[config.mk]
export PLATFORM = sky130hd
export DESIGN_NAME = xmem_bus_arbiter
export DESIGN_NICKNAME = d
export VERILOG_FILES = /design/src/rtl/xmem_pkg.sv /design/src/rtl/xmem_bus_arbiter_rr_arb2.sv /design/src/rtl/xmem_bus_arbiter.sv
export SDC_FILE = /design/constraint.sdc
export NUM_CORES = 1
export LEC_CHECK = 0
export CORE_ASPECT_RATIO = 1.4
export CORE_MARGIN = 2
export CORE_UTILIZATION = 25
export CTS_CLUSTER_SIZE = 8
export DETAILED_ROUTE_END_ITERATION = 8
export PLACE_DENSITY = 0.57
export SLEW_MARGIN = 25
export SYNTH_ARGS = -nofsm -noshare
export SYNTH_HDL_FRONTEND = slang
export SYNTH_HIERARCHICAL = 1
export SYNTH_SLANG_ARGS = --single-unit
[constraint.sdc]
create_clock -name clk -period 2.3 [get_ports clk]
set_input_delay 0.345 -clock clk [delete_from_list [all_inputs] [get_ports clk]]
set_output_delay 0.345 -clock clk [all_outputs]
set_load 0.01 [all_outputs]
[src/rtl/xmem_pkg.sv]
// xmem_pkg: shared constants, state encoding and strobe decode for the
// external latched-address memory sequencer.
//   - BUS_W            : width of the shared bidirectional bus
//   - READ_WAIT_DEF    : default MOE hold before read data is sampled
//   - WRITE_PULSE_DEF  : default MWE high time
//   - PORT_CPU/HOST    : requester indices
//   - state_t / ST_*   : sequencer state encoding
//   - strobe_t         : bundle of bus/strobe outputs, decoded per state
package xmem_pkg;

  localparam int BUS_W           = 8;
  localparam int READ_WAIT_DEF   = 2;
  localparam int WRITE_PULSE_DEF = 1;

  localparam logic PORT_CPU  = 1'b0;
  localparam logic PORT_HOST = 1'b1;

  typedef logic [3:0] state_t;

  localparam state_t ST_IDLE     = 4'd0;
  localparam state_t ST_ADDR     = 4'd1;
  localparam state_t ST_HOLD     = 4'd2;
  localparam state_t ST_RD_TURN  = 4'd3;
  localparam state_t ST_RD_WAIT  = 4'd4;
  localparam state_t ST_WR_DATA  = 4'd5;
  localparam state_t ST_WR_PULSE = 4'd6;
  localparam state_t ST_WR_HOLD  = 4'd7;
  localparam state_t ST_DONE     = 4'd8;

  typedef struct packed {
    logic             le;
    logic             moe;
    logic             mwe;
    logic             bus_oe;
    logic [BUS_W-1:0] bus_out;
  } strobe_t;

  // Idle/reset bus condition: block owns the bus, drives zero, no strobes.
  localparam strobe_t STROBE_RST = {1'b0, 1'b0, 1'b0, 1'b1, {BUS_W{1'b0}}};

  // Strobe pattern for a given state; the caller registers the result so
  // every strobe leaves a flop.
  function automatic strobe_t decode_strobes(input state_t           st,
                                             input logic [BUS_W-1:0] addr,
                                             input logic [BUS_W-1:0] wdata);
    strobe_t s;
    s = STROBE_RST;
    case (st)
      ST_IDLE:     s = STROBE_RST;
      ST_ADDR:     begin s.le = 1'b1; s.bus_out = addr; end
      ST_HOLD:     s.bus_out = addr;
      ST_RD_TURN:  s.bus_oe = 1'b0;
      ST_RD_WAIT:  begin s.bus_oe = 1'b0; s.moe = 1'b1; end
      ST_WR_DATA:  s.bus_out = wdata;
      ST_WR_PULSE: begin s.bus_out = wdata; s.mwe = 1'b1; end
      ST_WR_HOLD:  s.bus_out = wdata;
      ST_DONE:     s = STROBE_RST;
      default:     s = STROBE_RST;
    endcase
    return s;
  endfunction

endpackage

[src/rtl/xmem_bus_arbiter_rr_arb2.sv]
// rr_arb2: two-request round-robin arbiter.
//   clk, reset  : clock, synchronous active-high reset (pointer -> PORT_CPU)
//   en          : arbitration enable (sequencer idle)
//   req[1:0]    : request levels
//   gnt_valid   : a grant is issued this cycle
//   gnt_idx     : granted port; the pointer port wins a tie
// On every grant the pointer moves to the port that did not win.
module rr_arb2
  import xmem_pkg::*;
(
  input  logic       clk,
  input  logic       reset,
  input  logic       en,
  input  logic [1:0] req,
  output logic       gnt_valid,
  output logic       gnt_idx
);

  logic ptr_r;

  // Grant decision: pointer port first, otherwise the other port.
  always_comb begin
    gnt_valid = en & (|req);
    if (req[ptr_r]) begin
      gnt_idx = ptr_r;
    end else begin
      gnt_idx = ~ptr_r;
    end
  end

  // Pointer update on grant.
  always_ff @(posedge clk) begin
    if (reset) begin
      ptr_r <= PORT_CPU;
    end else if (gnt_valid) begin
      ptr_r <= ~gnt_idx;
    end else begin
      ptr_r <= ptr_r;
    end
  end

endmodule

[src/rtl/xmem_bus_arbiter.sv]
// xmem_bus_arbiter: two-port sequencer for the external latched-address
// memory on the shared 8-bit bus. One full read or write per grant.
//   clk, reset               : clock, synchronous active-high reset
//   req/we/addr/wdata[0|1]   : port 0 = core, port 1 = host loader
//   done[0|1]                : one-cycle completion pulse
//   rdata[0|1]               : read data, valid with done, held until next read
//   bus_out/bus_in/bus_oe    : shared bus drive, sample, and drive enable
//   le/moe/mwe               : address latch, output enable, write enable
module xmem_bus_arbiter
  import xmem_pkg::*;
#(
  parameter int READ_WAIT   = READ_WAIT_DEF,
  parameter int WRITE_PULSE = WRITE_PULSE_DEF
) (
  input  logic             clk,
  input  logic             reset,
  input  logic             req0,
  input  logic             req1,
  input  logic             we0,
  input  logic             we1,
  input  logic [BUS_W-1:0] addr0,
  input  logic [BUS_W-1:0] addr1,
  input  logic [BUS_W-1:0] wdata0,
  input  logic [BUS_W-1:0] wdata1,
  output logic             done0,
  output logic             done1,
  output logic [BUS_W-1:0] rdata0,
  output logic [BUS_W-1:0] rdata1,
  output logic [BUS_W-1:0] bus_out,
  input  logic [BUS_W-1:0] bus_in,
  output logic             bus_oe,
  output logic             le,
  output logic             moe,
  output logic             mwe
);

  localparam logic [2:0] READ_LAST  = 3'(READ_WAIT);
  localparam logic [2:0] PULSE_LAST = 3'(WRITE_PULSE);

  state_t           state_r, state_nxt_s;
  logic [2:0]       cnt_r, cnt_nxt_s;
  logic             port_r, port_nxt_s;
  logic             we_r, we_nxt_s;
  logic [BUS_W-1:0] addr_r, addr_nxt_s;
  logic [BUS_W-1:0] wdata_r, wdata_nxt_s;
  strobe_t          strobe_r;
  logic             gnt_valid_s;
  logic             gnt_idx_s;

  rr_arb2 u_arb (
    .clk       (clk),
    .reset     (reset),
    .en        (state_r == ST_IDLE),
    .req       ({req1, req0}),
    .gnt_valid (gnt_valid_s),
    .gnt_idx   (gnt_idx_s)
  );

  // Next state, wait/pulse counter and the request latched at grant.
  always_comb begin
    state_nxt_s = state_r;
    cnt_nxt_s   = cnt_r;
    port_nxt_s  = port_r;
    we_nxt_s    = we_r;
    addr_nxt_s  = addr_r;
    wdata_nxt_s = wdata_r;
    case (state_r)
      ST_IDLE: begin
        if (gnt_valid_s) begin
          state_nxt_s = ST_ADDR;
          port_nxt_s  = gnt_idx_s;
          we_nxt_s    = (gnt_idx_s == PORT_HOST) ? we1 : we0;
          addr_nxt_s  = (gnt_idx_s == PORT_HOST) ? addr1 : addr0;
          wdata_nxt_s = (gnt_idx_s == PORT_HOST) ? wdata1 : wdata0;
        end else begin
          state_nxt_s = ST_IDLE;
        end
      end
      ST_ADDR: state_nxt_s = ST_HOLD;
      ST_HOLD: begin
        if (we_r) begin
          state_nxt_s = ST_WR_DATA;
        end else begin
          state_nxt_s = ST_RD_TURN;
        end
      end
      ST_RD_TURN: begin
        state_nxt_s = ST_RD_WAIT;
        cnt_nxt_s   = 3'd1;
      end
      ST_RD_WAIT: begin
        // Counter stops at the parameter value, never wraps.
        if (cnt_r >= READ_LAST) begin
          state_nxt_s = ST_DONE;
        end else begin
          cnt_nxt_s = cnt_r + 3'd1;
        end
      end
      ST_WR_DATA: begin
        state_nxt_s = ST_WR_PULSE;
        cnt_nxt_s   = 3'd1;
      end
      ST_WR_PULSE: begin
        if (cnt_r >= PULSE_LAST) begin
          state_nxt_s = ST_WR_HOLD;
        end else begin
          cnt_nxt_s = cnt_r + 3'd1;
        end
      end
      ST_WR_HOLD: state_nxt_s = ST_DONE;
      ST_DONE:    state_nxt_s = ST_IDLE;
      default:    state_nxt_s = ST_IDLE;
    endcase
  end

  // Sequencer state plus strobes/done registered from the next state, so
  // outputs line up with the state they belong to.
  always_ff @(posedge clk) begin
    if (reset) begin
      state_r  <= ST_IDLE;
      cnt_r    <= 3'd0;
      port_r   <= PORT_CPU;
      we_r     <= 1'b0;
      addr_r   <= {BUS_W{1'b0}};
      wdata_r  <= {BUS_W{1'b0}};
      strobe_r <= STROBE_RST;
      done0    <= 1'b0;
      done1    <= 1'b0;
    end else begin
      state_r  <= state_nxt_s;
      cnt_r    <= cnt_nxt_s;
      port_r   <= port_nxt_s;
      we_r     <= we_nxt_s;
      addr_r   <= addr_nxt_s;
      wdata_r  <= wdata_nxt_s;
      strobe_r <= decode_strobes(state_nxt_s, addr_nxt_s, wdata_nxt_s);
      done0    <= (state_nxt_s == ST_DONE) && (port_nxt_s == PORT_CPU);
      done1    <= (state_nxt_s == ST_DONE) && (port_nxt_s == PORT_HOST);
    end
  end

  // Read data capture at the edge that ends the last RD_WAIT cycle.
  always_ff @(posedge clk) begin
    if (reset) begin
      rdata0 <= {BUS_W{1'b0}};
      rdata1 <= {BUS_W{1'b0}};
    end else if ((state_r == ST_RD_WAIT) && (cnt_r >= READ_LAST)) begin
      if (port_r == PORT_HOST) begin
        rdata1 <= bus_in;
      end else begin
        rdata0 <= bus_in;
      end
    end else begin
      rdata0 <= rdata0;
      rdata1 <= rdata1;
    end
  end

  assign le      = strobe_r.le;
  assign moe     = strobe_r.moe;
  assign mwe     = strobe_r.mwe;
  assign bus_oe  = strobe_r.bus_oe;
  assign bus_out = strobe_r.bus_out;

endmodule

==> run_1/m2.png <==
(2 px per um)
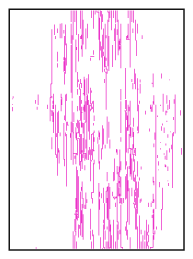
longest straight run: 52.0 um
main direction: vertical
final wirelength: 5590 um
met2 Resource Use GR: 20.0%
DR vias: 1,944

==> run_1/floorplan.png <==
(3 px per um) Pins as bars on the die edge. Tap cells in grey.
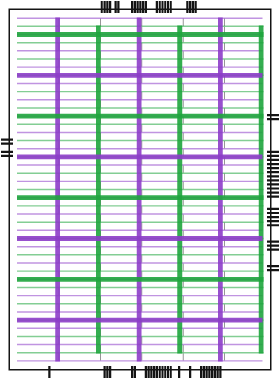
[VSS] purple
[VDD] green
met5 straps: 8
met4 straps: 6
rows: 42
core area: 0.00935 mm2
Max IR drop VDD: 0.318 mV
Die H: 120 um

==> run_1/layers.png <==
(3 px per um)
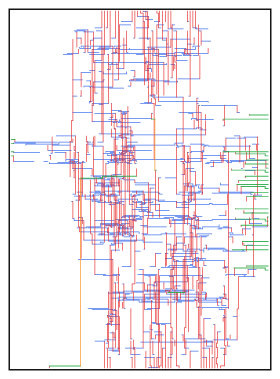
[M2] red | wire length: 2,990 um
[M1] blue | wire length: 2,270 um
[M3] green | wire length: 253 um
[M4] orange | wire length: 79.6 um

==> run_1/clock_nets.png <==
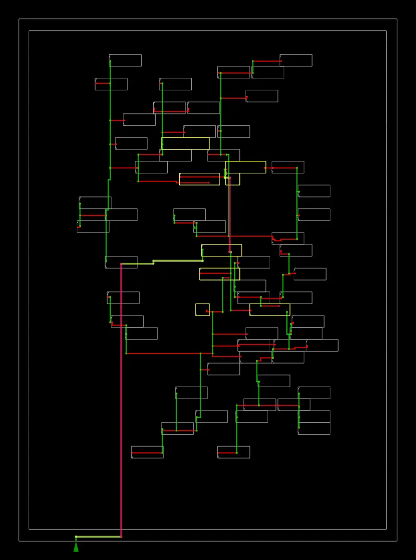
Power Clock: 0.860 mW
clock sinks: 56
CTS Buf Count: 5
clock buffers: 5

==> results_dict.tcl, run 1 <==
# metrics dict for downstream scripts
set metrics [dict create \
    status "finished, final reports clean" \
    area_leaders "dfxtp_1, mux2i_1, nor2_1" \
    clockBufferDepth 2 \
    tool_warnings 27 \
    r2r_start "state_r[2]" \
    layout_min_cycle_time_ns 2.02 \
    hp-class "flop to flop" \
    clockPowerShare_pct 22.1 \
    start_kind "flop" \
    fp_nets 290 \
    avgSynthCellArea_um2 9.88 \
    hold_path_end "addr_r[0]" \
    drc 0 \
    comb_area_mm2 0.00116 \
    cp_data_arrival_time_ns 2.19 \
    stdcell_count 428 \
    placedInstanceArea_mm2 0.00326 \
    async_reset_ff_share_pct 0 \
    nNonClkBuffers 82 \
    ys_cells 242 \
    slew_violations 0 \
    r2r_cells 7 \
    clk_latency_ns 0.28 \
    die-area_mm2 0.0104 \
    finalWorstSetupSlack_ns 0.278 \
]
-- run 1: kinds of logic after synthesis --
group	count (synthesis)	synth area share [%]
adder cells (fa/ha/maj)	2	1.05
XOR/XNOR	1	0.367
buffers and inverters	22	4.87
AND-OR/OR-AND	50	16.9
AND/OR/NAND/NOR	78	16.1
flip-flops	56	46.9
multiplexers	33	13.8
-- run 1: critical path, delay by kind of cell (launching register included) --
kind	cells	cell delay [ns]
DFF	1	0.41
AOI/OAI and AO/OA	5	0.94
and+or+nand+nor	2	0.56
-- run 1: synthesized netlist by cell type, types with 3 or more instances --
library cell   n
a211oi_1       3
a211oi_2       8
a21oi_1       13
and2_1         4
buf_2          3
buf_6          3
clkbuf_1       6
dfxtp_1       56
inv_1          8
mux2i_1       33
nand2_1        4
nor2_1        52
nor3_1         3
o21ai_0        4
o2bb2ai_1      8
==> run_1/m3.png <==
(2 px per um)
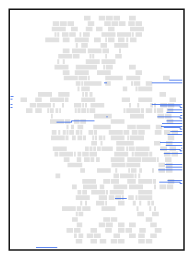

--- run 2 (diff from run 1) ---
--- a/config.mk
+++ b/config.mk
@@ -5,12 +5,14 @@
 export SDC_FILE = /design/constraint.sdc
 export NUM_CORES = 1
 export LEC_CHECK = 0
+export ABC_AREA = 1
 export CORE_ASPECT_RATIO = 1.4
-export CORE_MARGIN = 2
+export CORE_MARGIN = 3
 export CORE_UTILIZATION = 25
 export CTS_CLUSTER_SIZE = 8
 export DETAILED_ROUTE_END_ITERATION = 8
 export PLACE_DENSITY = 0.57
+export SETUP_SLACK_MARGIN = 0.4
 export SLEW_MARGIN = 25
 export SYNTH_ARGS = -nofsm -noshare
 export SYNTH_HDL_FRONTEND = slang
==> run_2/m3.png <==
(2 px per um)
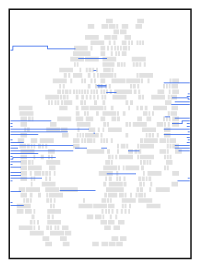
share of all routed wire: 7.2%
longest straight run: 38.9 um
nets with wire on the layer: 53
wire length on this layer: 486 um
main direction: horizontal

==> run_2/floorplan.png <==
(3 px per um) Pins as bars on the die edge. Tap cells in grey.
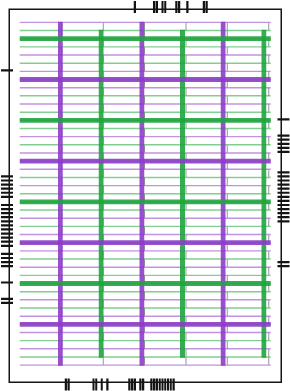
[VDD] green
[VSS] purple
met4 straps: 6
met5 straps: 8
signal pins: 76
met1 rails: 43

==> run_2/layers.png <==
(3 px per um)
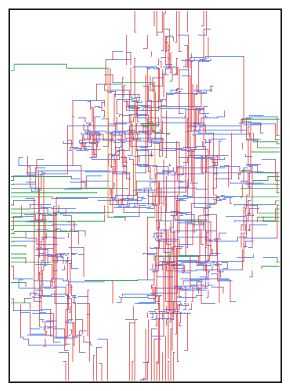
[M1] blue | wire length: 2,690 um
[M2] red | wire length: 3,410 um
[M3] green | wire length: 486 um
[M4] orange | wire length: 126 um

==> run 2 against run 1 <==
Clock power down 8.5%; sequential share of layout area decreased by 1.2 points; via count is 24% higher; fmax is 20% higher; register-to-register slack better by 0.34 ns; worst hold slack worse by 0.027 ns; synthesized cell count is 48% higher; power is 1.9% lower; flip-flop count did not move; critical path type unchanged; largest power group unchanged.
==> results_dict.tcl, run 2 <==
# metrics dict for downstream scripts
set metrics [dict create \
    yosysMostFrequentCell "nand2_1" \
    adder_share_pct 1.01 \
    clk_latency_ns 0.29 \
    r2r_start "state_r[1]" \
    tool_warnings 27 \
    p_clk_mw 0.787 \
    layout_min_cycle_time_ns 1.68 \
    placedInstanceArea_mm2 0.00337 \
    start_kind "flop" \
    met2_usage_pct 22.5 \
    ys_cells 359 \
    die-area_mm2 0.0112 \
    stdcell_count 570 \
    hp-class "flop to flop" \
    die_h_um 124 \
    synthTopLogicFamily "simple AND/OR/NAND/NOR gates" \
    cp_data_arrival_time_ns 1.87 \
    endpoint "bus_out[7]" \
    cp.buffers_inverters 3 \
    finalWorstSetupSlack_ns 0.615 \
    ys_sh_simple_pct 31.2 \
    hold_path_end "cnt_r[2]" \
    cts.sinks 56 \
    wl_um 6720 \
    clkbuf_count 7 \
    area_leaders "dfxtp_1, nand2_1, nor2_1" \
    p_switching_mw 1.43 \
    status "finished, final reports clean" \
    slew_violations 0 \
    synthTopCellsByCount "nand2_1, nor2_1, dfxtp_1, inv_1, o21ai_0" \
    nNonClkBuffers 85 \
    num_vias 2415 \
    comb_area_mm2 0.00113 \
    cp_top_family "simple AND/OR/NAND/NOR gates" \
    ys_types 20 \
    fp_nets 407 \
    avgSynthCellArea_um2 6.90 \
    floorplan.core_area_mm2 0.00956 \
    clockPowerShare_pct 20.6 \
    clockBufferDepth 2 \
    r2r_cells 11 \
    aoi_share_pct 13.0 \
    stdcell_area_mm2 0.00356 \
    ys_sh_mux_pct 0 \
    async_reset_ff_share_pct 0 \
    numCtsBuffers 5 \
    tightest_slew_ns 0.353 \
]
[run 2: netlist changes by cell type in the layout (fill, tap and decap cells not counted), moves of 4 or more]
cell and change:
a211oi_1 +5, a211oi_2 -8, and2_1 -4, inv_1 +30, mux2i_1 -33, nand2_1 +93
nand3_1 +14, nor2_1 +19, nor2_4 +4, o21ai_0 +34, o2bb2ai_1 -8
[run 2: what timing repair did]
| item | in CTS | in global routing |
|---|---|---|
| hold buffers | 0 | 0 |
| endpoints found under the hold margin | 0 | 0 |
| setup endpoints to repair | 0 | 9 |
| setup buffers | 0 | 4 |
| resized | 0 | 1 |
==> run_2/clock_nets.png <==
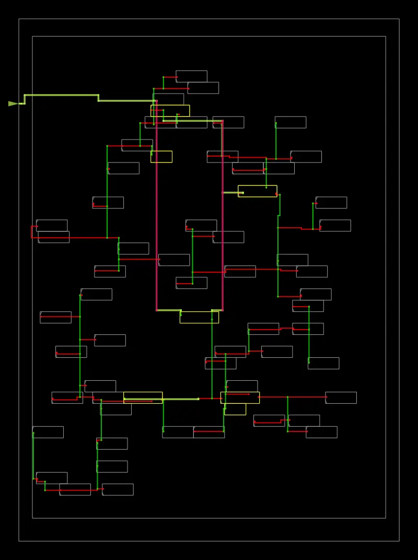

--- run 3 (diff from run 2) ---
==> constraint.sdc (replaced) <==
create_clock -name clk -period 1.7 [get_ports clk]
set_input_delay 0.255 -clock clk [delete_from_list [all_inputs] [get_ports clk]]
set_output_delay 0.255 -clock clk [all_outputs]
set_load 0.01 [all_outputs]
==> run_3/clock_nets.png <==
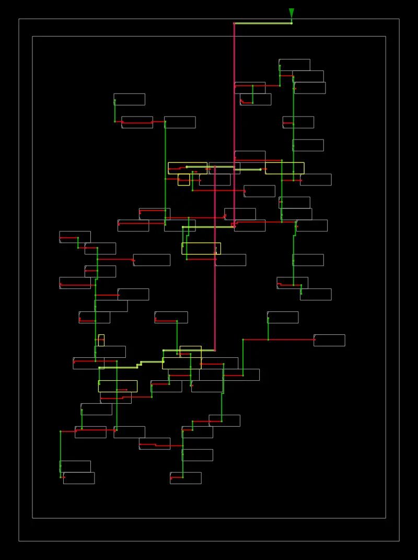
Power Clock: 1.05 mW
Clock Skew: 0.00242 ns
clock buffers: 7
clk latency late pin: 0.29 ns

==> run_3/layers.png <==
(3 px per um)
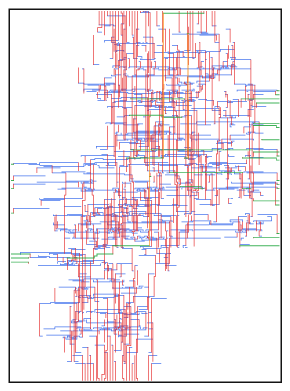
[M3] green | wire length: 292 um
[M4] orange | wire length: 133 um
[M1] blue | wire length: 2,940 um
[M2] red | wire length: 3,640 um

==> run 3 against run 2 <==
Final cell count increased by 3.5%; routed wire length up 4.3%; clock power is 33% higher; clock-buffer cell count unchanged; flip-flop count is the same; clock skew decreased by 0.0039 ns; via count increased by 2.9%; synthesized cell count unchanged; critical path depth increased by 1.
==> results_dict.tcl, run 3 <==
# metrics dict for downstream scripts
set metrics [dict create \
    tightest_slew_ns 0.292 \
    status "finished, final reports clean" \
    p_switching_mw 2.49 \
    placedInstanceArea_mm2 0.00348 \
    numCtsBuffers 5 \
    hold_buffers 0 \
    cp_data_arrival_time_ns 1.70 \
    die-area_mm2 0.0112 \
    slew_violations 0 \
    ys_sh_mux_pct 0 \
    finalWorstSetupSlack_ns 0.183 \
    ys_types 20 \
    stdcell_area_mm2 0.00396 \
    die_h_um 124 \
    yosysMostFrequentCell "nand2_1" \
    area_leaders "dfxtp_1, nand2_1, nor2_1" \
    ys_cells 359 \
    cts.sinks 56 \
    r2r_cells 12 \
    fp_nets 407 \
    synthTopLogicFamily "simple AND/OR/NAND/NOR gates" \
    r2r_start "state_r[3]" \
    hp-class "flop to flop" \
    cp.buffers_inverters 4 \
    clockPowerShare_pct 16.3 \
]
==> run_3/m2.png <==
(2 px per um)
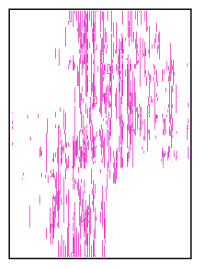
longest straight run: 45.6 um
main direction: vertical
nets with wire on the layer: 396
wire length on this layer: 3,640 um
DR vias: 2,484
final wirelength: 7010 um
met2 Resource Use GR: 23.8%

[run 3: cell counts after synthesis]
No cell type changed its count.
[run 3: cell type report]
cell class | count | area, um2 | area share [%]
timing repair inverter | 1 | 8.76 | 0.221
timing repair buffer | 103 | 1050 | 26.5
inverter | 40 | 158 | 3.98
clock buffer | 7 | 143 | 3.60
multi-input combinational | 250 | 1290 | 32.6
sequential | 56 | 1130 | 28.7
tap | 132 | 165 | 4.17
clock inverter | 1 | 7.51 | 0.190
[run 3: cells by family after synthesis]
kind of cell	Yosys count
flip-flops	56
AND/OR/NAND/NOR	190
adder cells (fa/ha/maj)	2
AND-OR/OR-AND	58
buffers and inverters	53
[run 3: timing repair]
item                                    CTS  global route
pin swaps                                14            11
gates resized                            76            27
endpoints found under the setup margin   81            50
gates cloned                              4             0
setup buffers                             6             2
Power figures rest on the tool's default switching activity, not on a simulated workload.
